==> src/rtl/aurora_seq_pkg.sv <==
// Shared definitions for the Aurora link bring-up sequencer.
// Contents: 3-bit state codes, the state enum built on those codes,
// default parameter constants and a small max helper used to size the
// phase counter.
package aurora_seq_pkg;

    localparam logic [2:0] ST_IDLE    = 3'd0;
    localparam logic [2:0] ST_ASSERT  = 3'd1;
    localparam logic [2:0] ST_HOLD    = 3'd2;
    localparam logic [2:0] ST_WAIT_UP = 3'd3;
    localparam logic [2:0] ST_UP      = 3'd4;
    localparam logic [2:0] ST_FAIL    = 3'd5;

    typedef enum logic [2:0] {
        S_IDLE    = ST_IDLE,
        S_ASSERT  = ST_ASSERT,
        S_HOLD    = ST_HOLD,
        S_WAIT_UP = ST_WAIT_UP,
        S_UP      = ST_UP,
        S_FAIL    = ST_FAIL
    } seq_state_e;

    localparam int DEF_LANES           = 2;
    localparam int DEF_PMA_INIT_CYCLES = 128;
    localparam int DEF_PB_HOLD_CYCLES  = 64;
    localparam int DEF_UP_TIMEOUT      = 1 << 20;
    localparam int DEF_RETRY_MAX       = 4;

    function automatic int max3(input int a, input int b, input int c);
        int m;
        m = (a > b) ? a : b;
        return (m > c) ? m : c;
    endfunction

endpackage

==> src/rtl/sync_2ff.sv <==
// Two-flop synchronizer for a bundle of slow, independently changing level
// signals entering the init_clk domain.
// Ports: clk (destination clock), rst (sync active-high, clears both
// stages), d (asynchronous inputs), q (synchronized outputs).
module sync_2ff #(
    parameter int WIDTH = 1
) (
    input  logic             clk,
    input  logic             rst,
    input  logic [WIDTH-1:0] d,
    output logic [WIDTH-1:0] q
);

    logic [WIDTH-1:0] meta;

    always_ff @(posedge clk) begin
        if (rst) begin
            meta <= '0;
            q    <= '0;
        end else begin
            meta <= d;
            q    <= meta;
        end
    end

endmodule

==> src/rtl/aurora_link_sequencer.sv <==
// Bring-up and recovery controller for a multi-lane Aurora link.
// Sequences pma_init and reset_pb, watches channel_up/lane_up/hard_err
// (synchronized), and retries failed or dropped links up to RETRY_MAX
// consecutive attempts before parking in FAIL.
// Ports:
//   init_clk, sys_reset        - clock and sync active-high reset
//   enable, restart            - permit bring-up level / fresh-attempt pulse
//   channel_up, lane_up,
//   hard_err                   - asynchronous status from the Aurora core
//   pma_init, reset_pb         - reset controls to the Aurora core
//   link_up, link_fail, state  - status (state code 0..5)
//   retry_cnt, drop_cnt        - consecutive failures / saturating drop count
module aurora_link_sequencer
    import aurora_seq_pkg::*;
#(
    parameter int LANES           = DEF_LANES,
    parameter int PMA_INIT_CYCLES = DEF_PMA_INIT_CYCLES,
    parameter int PB_HOLD_CYCLES  = DEF_PB_HOLD_CYCLES,
    parameter int UP_TIMEOUT      = DEF_UP_TIMEOUT,
    parameter int RETRY_MAX       = DEF_RETRY_MAX
) (
    input  logic             init_clk,
    input  logic             sys_reset,
    input  logic             enable,
    input  logic             restart,
    input  logic             channel_up,
    input  logic [LANES-1:0] lane_up,
    input  logic             hard_err,
    output logic             pma_init,
    output logic             reset_pb,
    output logic             link_up,
    output logic             link_fail,
    output logic [2:0]       state,
    output logic [7:0]       retry_cnt,
    output logic [15:0]      drop_cnt
);

    localparam int PHASE_W = $clog2(max3(PMA_INIT_CYCLES, PB_HOLD_CYCLES, UP_TIMEOUT)) + 1;

    logic [LANES+1:0]   sync_q;
    logic               channel_up_s;
    logic [LANES-1:0]   lane_up_s;
    logic               hard_err_s;
    logic               up_ok_s;

    seq_state_e         cur;
    seq_state_e         nxt;
    logic [PHASE_W-1:0] phase_cnt;
    logic               enter;
    logic               fail_evt;
    logic               retry_clr;
    logic               drop_inc;
    logic [7:0]         retry_inc;

    sync_2ff #(.WIDTH(LANES + 2)) u_sync (
        .clk (init_clk),
        .rst (sys_reset),
        .d   ({hard_err, lane_up, channel_up}),
        .q   (sync_q)
    );

    assign channel_up_s = sync_q[0];
    assign lane_up_s    = sync_q[LANES:1];
    assign hard_err_s   = sync_q[LANES+1];
    assign up_ok_s      = channel_up_s & (&lane_up_s);
    assign retry_inc    = retry_cnt + 8'd1;
    assign state        = cur;

    function automatic logic [15:0] sat_inc16(input logic [15:0] v);
        return (v == 16'hFFFF) ? v : v + 16'd1;
    endfunction

    // Only the timed phases need the counter; elsewhere it holds.
    function automatic logic is_timed(input seq_state_e s);
        return (s == S_ASSERT) || (s == S_HOLD) || (s == S_WAIT_UP);
    endfunction

    // enter marks every taken transition, including restart re-entering
    // ASSERT, so the phase counter restarts from zero on each entry.
    always_comb begin
        nxt       = cur;
        enter     = 1'b0;
        fail_evt  = 1'b0;
        retry_clr = 1'b0;
        drop_inc  = 1'b0;
        if (!enable) begin
            nxt   = S_IDLE;
            enter = 1'b1;
        end else if (restart && (cur != S_IDLE)) begin
            nxt       = S_ASSERT;
            enter     = 1'b1;
            retry_clr = 1'b1;
        end else begin
            case (cur)
                S_IDLE: begin
                    nxt   = S_ASSERT;
                    enter = 1'b1;
                end
                S_ASSERT: begin
                    if (phase_cnt == PHASE_W'(PMA_INIT_CYCLES - 1)) begin
                        nxt   = S_HOLD;
                        enter = 1'b1;
                    end
                end
                S_HOLD: begin
                    if (phase_cnt == PHASE_W'(PB_HOLD_CYCLES - 1)) begin
                        nxt   = S_WAIT_UP;
                        enter = 1'b1;
                    end
                end
                S_WAIT_UP: begin
                    // A link coming up on the timeout cycle still counts as up.
                    if (up_ok_s) begin
                        nxt       = S_UP;
                        enter     = 1'b1;
                        retry_clr = 1'b1;
                    end else if (phase_cnt == PHASE_W'(UP_TIMEOUT - 1)) begin
                        fail_evt = 1'b1;
                    end
                end
                S_UP: begin
                    if (!up_ok_s || hard_err_s) begin
                        fail_evt = 1'b1;
                        drop_inc = 1'b1;
                    end
                end
                default: ;
            endcase
            if (fail_evt) begin
                enter = 1'b1;
                nxt   = (retry_inc == 8'(RETRY_MAX)) ? S_FAIL : S_ASSERT;
            end
        end
    end

    // Outputs decode the next state so they change on the same edge as state.
    always_ff @(posedge init_clk) begin
        if (sys_reset) begin
            cur       <= S_IDLE;
            phase_cnt <= '0;
            retry_cnt <= 8'd0;
            drop_cnt  <= 16'd0;
            pma_init  <= 1'b1;
            reset_pb  <= 1'b1;
            link_up   <= 1'b0;
            link_fail <= 1'b0;
        end else begin
            cur       <= nxt;
            phase_cnt <= enter ? '0 : (is_timed(cur) ? phase_cnt + 1'b1 : phase_cnt);
            retry_cnt <= retry_clr ? 8'd0 : (fail_evt ? retry_inc : retry_cnt);
            drop_cnt  <= drop_inc ? sat_inc16(drop_cnt) : drop_cnt;
            pma_init  <= (nxt == S_IDLE) || (nxt == S_ASSERT) || (nxt == S_FAIL);
            reset_pb  <= (nxt == S_IDLE) || (nxt == S_ASSERT) || (nxt == S_HOLD) || (nxt == S_FAIL);
            link_up   <= (nxt == S_UP);
            link_fail <= (nxt == S_FAIL);
        end
    end

endmodule
==> config.mk <==
export PLATFORM = sky130hd
export DESIGN_NAME = aurora_link_sequencer
export DESIGN_NICKNAME = d
export VERILOG_FILES = /design/src/rtl/aurora_seq_pkg.sv /design/src/rtl/sync_2ff.sv /design/src/rtl/aurora_link_sequencer.sv
export SDC_FILE = /design/constraint.sdc
export NUM_CORES = 1
export LEC_CHECK = 0
export CAP_MARGIN = 10
export CELL_PAD_IN_SITES_DETAIL_PLACEMENT = 0
export CELL_PAD_IN_SITES_GLOBAL_PLACEMENT = 1
export CORE_MARGIN = 2
export CORE_UTILIZATION = 42
export CTS_CLUSTER_SIZE = 28
export DETAILED_ROUTE_END_ITERATION = 6
export PLACE_DENSITY = 0.8
export SYNTH_ARGS = -nofsm -noshare
export SYNTH_HDL_FRONTEND = slang
export SYNTH_SLANG_ARGS = --single-unit
==> constraint.sdc <==
create_clock -name init_clk -period 2.5 [get_ports init_clk]
set_input_delay 0.25 -clock init_clk [delete_from_list [all_inputs] [get_ports init_clk]]
set_output_delay 0.25 -clock init_clk [all_outputs]
set_load 0.05 [all_outputs]
==> flow_summary.yaml <==
# implementation run metrics
power:
  pwr_density_cell_nw_per_um2: 517
  clock_power_share: 0.442
  p_seq_frac: 0.515
setup_path:
  regToRegEndpoint: "retry_cnt[5]$_SDFFE_PP0P_"
  timing.rr.start: "phase_cnt[0]$_SDFFE_PP0P_"
  max_stage_delay_ps: 400
  path_depth: 8
  reg2reg_slack_ps: 230
  worst_path_bufs_invs: 1
clocking:
  numClockSinks: 60
  cts_htree_levels: 3
  cts.repair_timing.setup_buffer_count: 0
logic_synthesis:
  netlist.area_leader.share: 0.408
  synth_dominant_cell_count: "dfxtp_1"
  nets_in_the_synthesized_netlist: 334
  synthTopCellsByCount: "dfxtp_1 (60), nor2_1 (51), xnor2_1 (21), xor2_1 (21), nand3_1 (19)"
  post_synth_instance_area_um2: 2950
  ys_cells: 322
  enable_flop_cells: 0
  post_synth_inst_count: 322
detailed_routing:
  dr.first_iter.drc_count: 203
  number_of_detailed_route_iterations_in_the_first_pass: 4
final_layout:
  area_growth_pct: 23.4
  layout_top_cells: "dfxtp_1 (60), nor2_1 (51), clkdlybuf4s50_1 (38)"
sta:
  tns_ps: 0
  number_of_endpoints_failing_setup_at_the_final_stage: 0
  fmaxAchievable_mhz: 440
  finalClockPeriodUsage: 0.908
run_status:
  result_of_the_run: "complete, no violations"
placed_design:
  placement.cell_area_um2: 3450
global_route:
  first_global_vias: 2264
die:
  core_um2: 6790
-- logic make-up after synthesis --
logic type | synth area share
multiplexers | 0.00340
AND-OR/OR-AND | 0.0994
XOR/XNOR | 0.125
flip-flops | 0.408
buffers and inverters | 0.0348
AND/OR/NAND/NOR | 0.313
adder cells (fa/ha/maj) | 0.0170
-- metrics by stage --
step	setup WS, ps	hold WS, ps
after floorplan	299	378
after global placement	321	418
after detailed placement	267	423
after CTS	237	439
after global routing	46.9	448
final	229	435
-- flip-flops by register name, summed over array words and instances (netlist names) --
name / cells
drop_cnt: 16
link_fail: 1
link_up: 1
phase_cnt: 21
pma_init: 1
reset_pb: 1
retry_cnt: 8
state: 3
u_sync.meta: 4
u_sync.q: 4
-- layout make-up --
cell class	count	area (µm²)	share of cell area
clock buffer	10	128	0.0351
clock inverter	6	55.1	0.0151
inverter	11	41.3	0.0114
multi-input combinational	240	1640	0.452
sequential	60	1200	0.330
tap	96	120	0.0330
timing repair buffer	47	448	0.123
-- worst min-delay path by stage --
stage          depth (start not counted)                   endpoint                      start
2_1_floorplan                          1  u_sync.meta[0]$_SDFF_PP0_                 channel_up
3_3_place_gp                           1     u_sync.q[1]$_SDFF_PP0_  u_sync.meta[1]$_SDFF_PP0_
3_5_place_dp                           1     u_sync.q[3]$_SDFF_PP0_  u_sync.meta[3]$_SDFF_PP0_
4_1_cts                                1     u_sync.q[1]$_SDFF_PP0_  u_sync.meta[1]$_SDFF_PP0_
5_1_grt                                2  u_sync.meta[3]$_SDFF_PP0_                   hard_err
6_report                               1     u_sync.q[1]$_SDFF_PP0_  u_sync.meta[1]$_SDFF_PP0_
-- routing by layer --
metal  up-vias  track usage
li1       1220            -
met1      1132        0.246
met2        49        0.267
met3         6       0.0716
met4         0       0.0545
met5         -            0
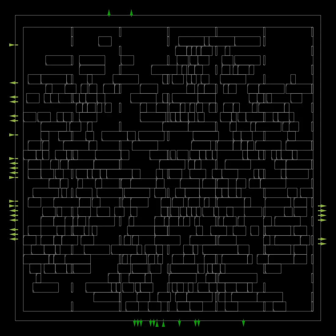
(placed standard cells)
Layout Utilization: 0.535
Core Rows: 30
Tap Count: 96
fraction of standard cell area that is sequential: 0.330

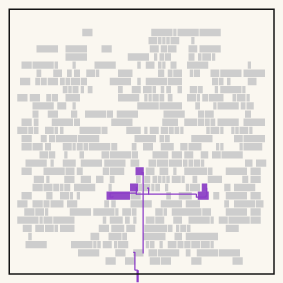
(port wiring)
Drawn at 3 px/µm.
legend:
  purple:
    port: `enable`
    bits: 1
    direction: input
    edge: bottom
    end_cells: 5
    buffers: 2
    wire: 79.5 µm
number of input and output port buffers inserted: 38
top-level I/O count: 39

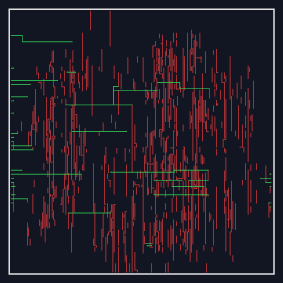
(metal layers overlaid)
Drawn at 3 px/µm. Only two layers are drawn.
legend:
  green:
    layer: M3
    wire_length: 291 µm
  red:
    layer: M2
    wire_length: 2,770 µm
All-Layer GR Usage: 0.182
number of vias after detailed routing: 2,407
Wirelength per Cell: 13.4 µm

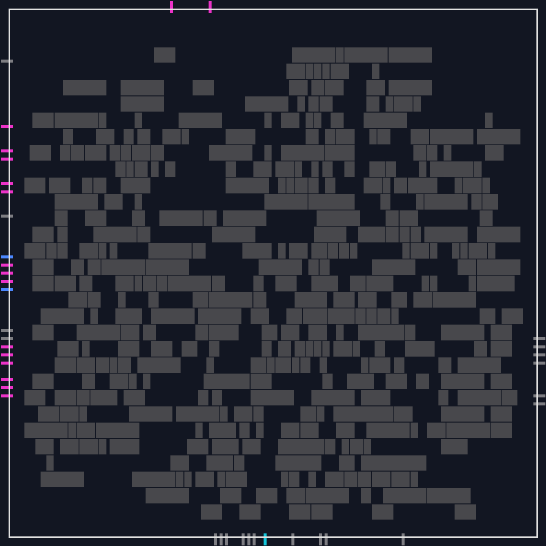
(I/O pins on the die edge)
Drawn at 6 px/µm. Pins as bars across the die edge, other pins in gray.
legend:
  blue:
    port: `lane_up`
    pins: 2
    direction: input
    edge: left
  cyan:
    port: `enable`
    pins: 1
    direction: input
    edge: bottom
  magenta:
    port: `drop_cnt`
    pins: 16
    direction: output
    edge: 14 left, 2 top
all pins by edge: 20 left, 11 bottom, 6 right, 2 top
die x size: 87.7 µm
vertical extent of the die: 87.7 µm

Power is estimated from default activity; no workload was simulated.
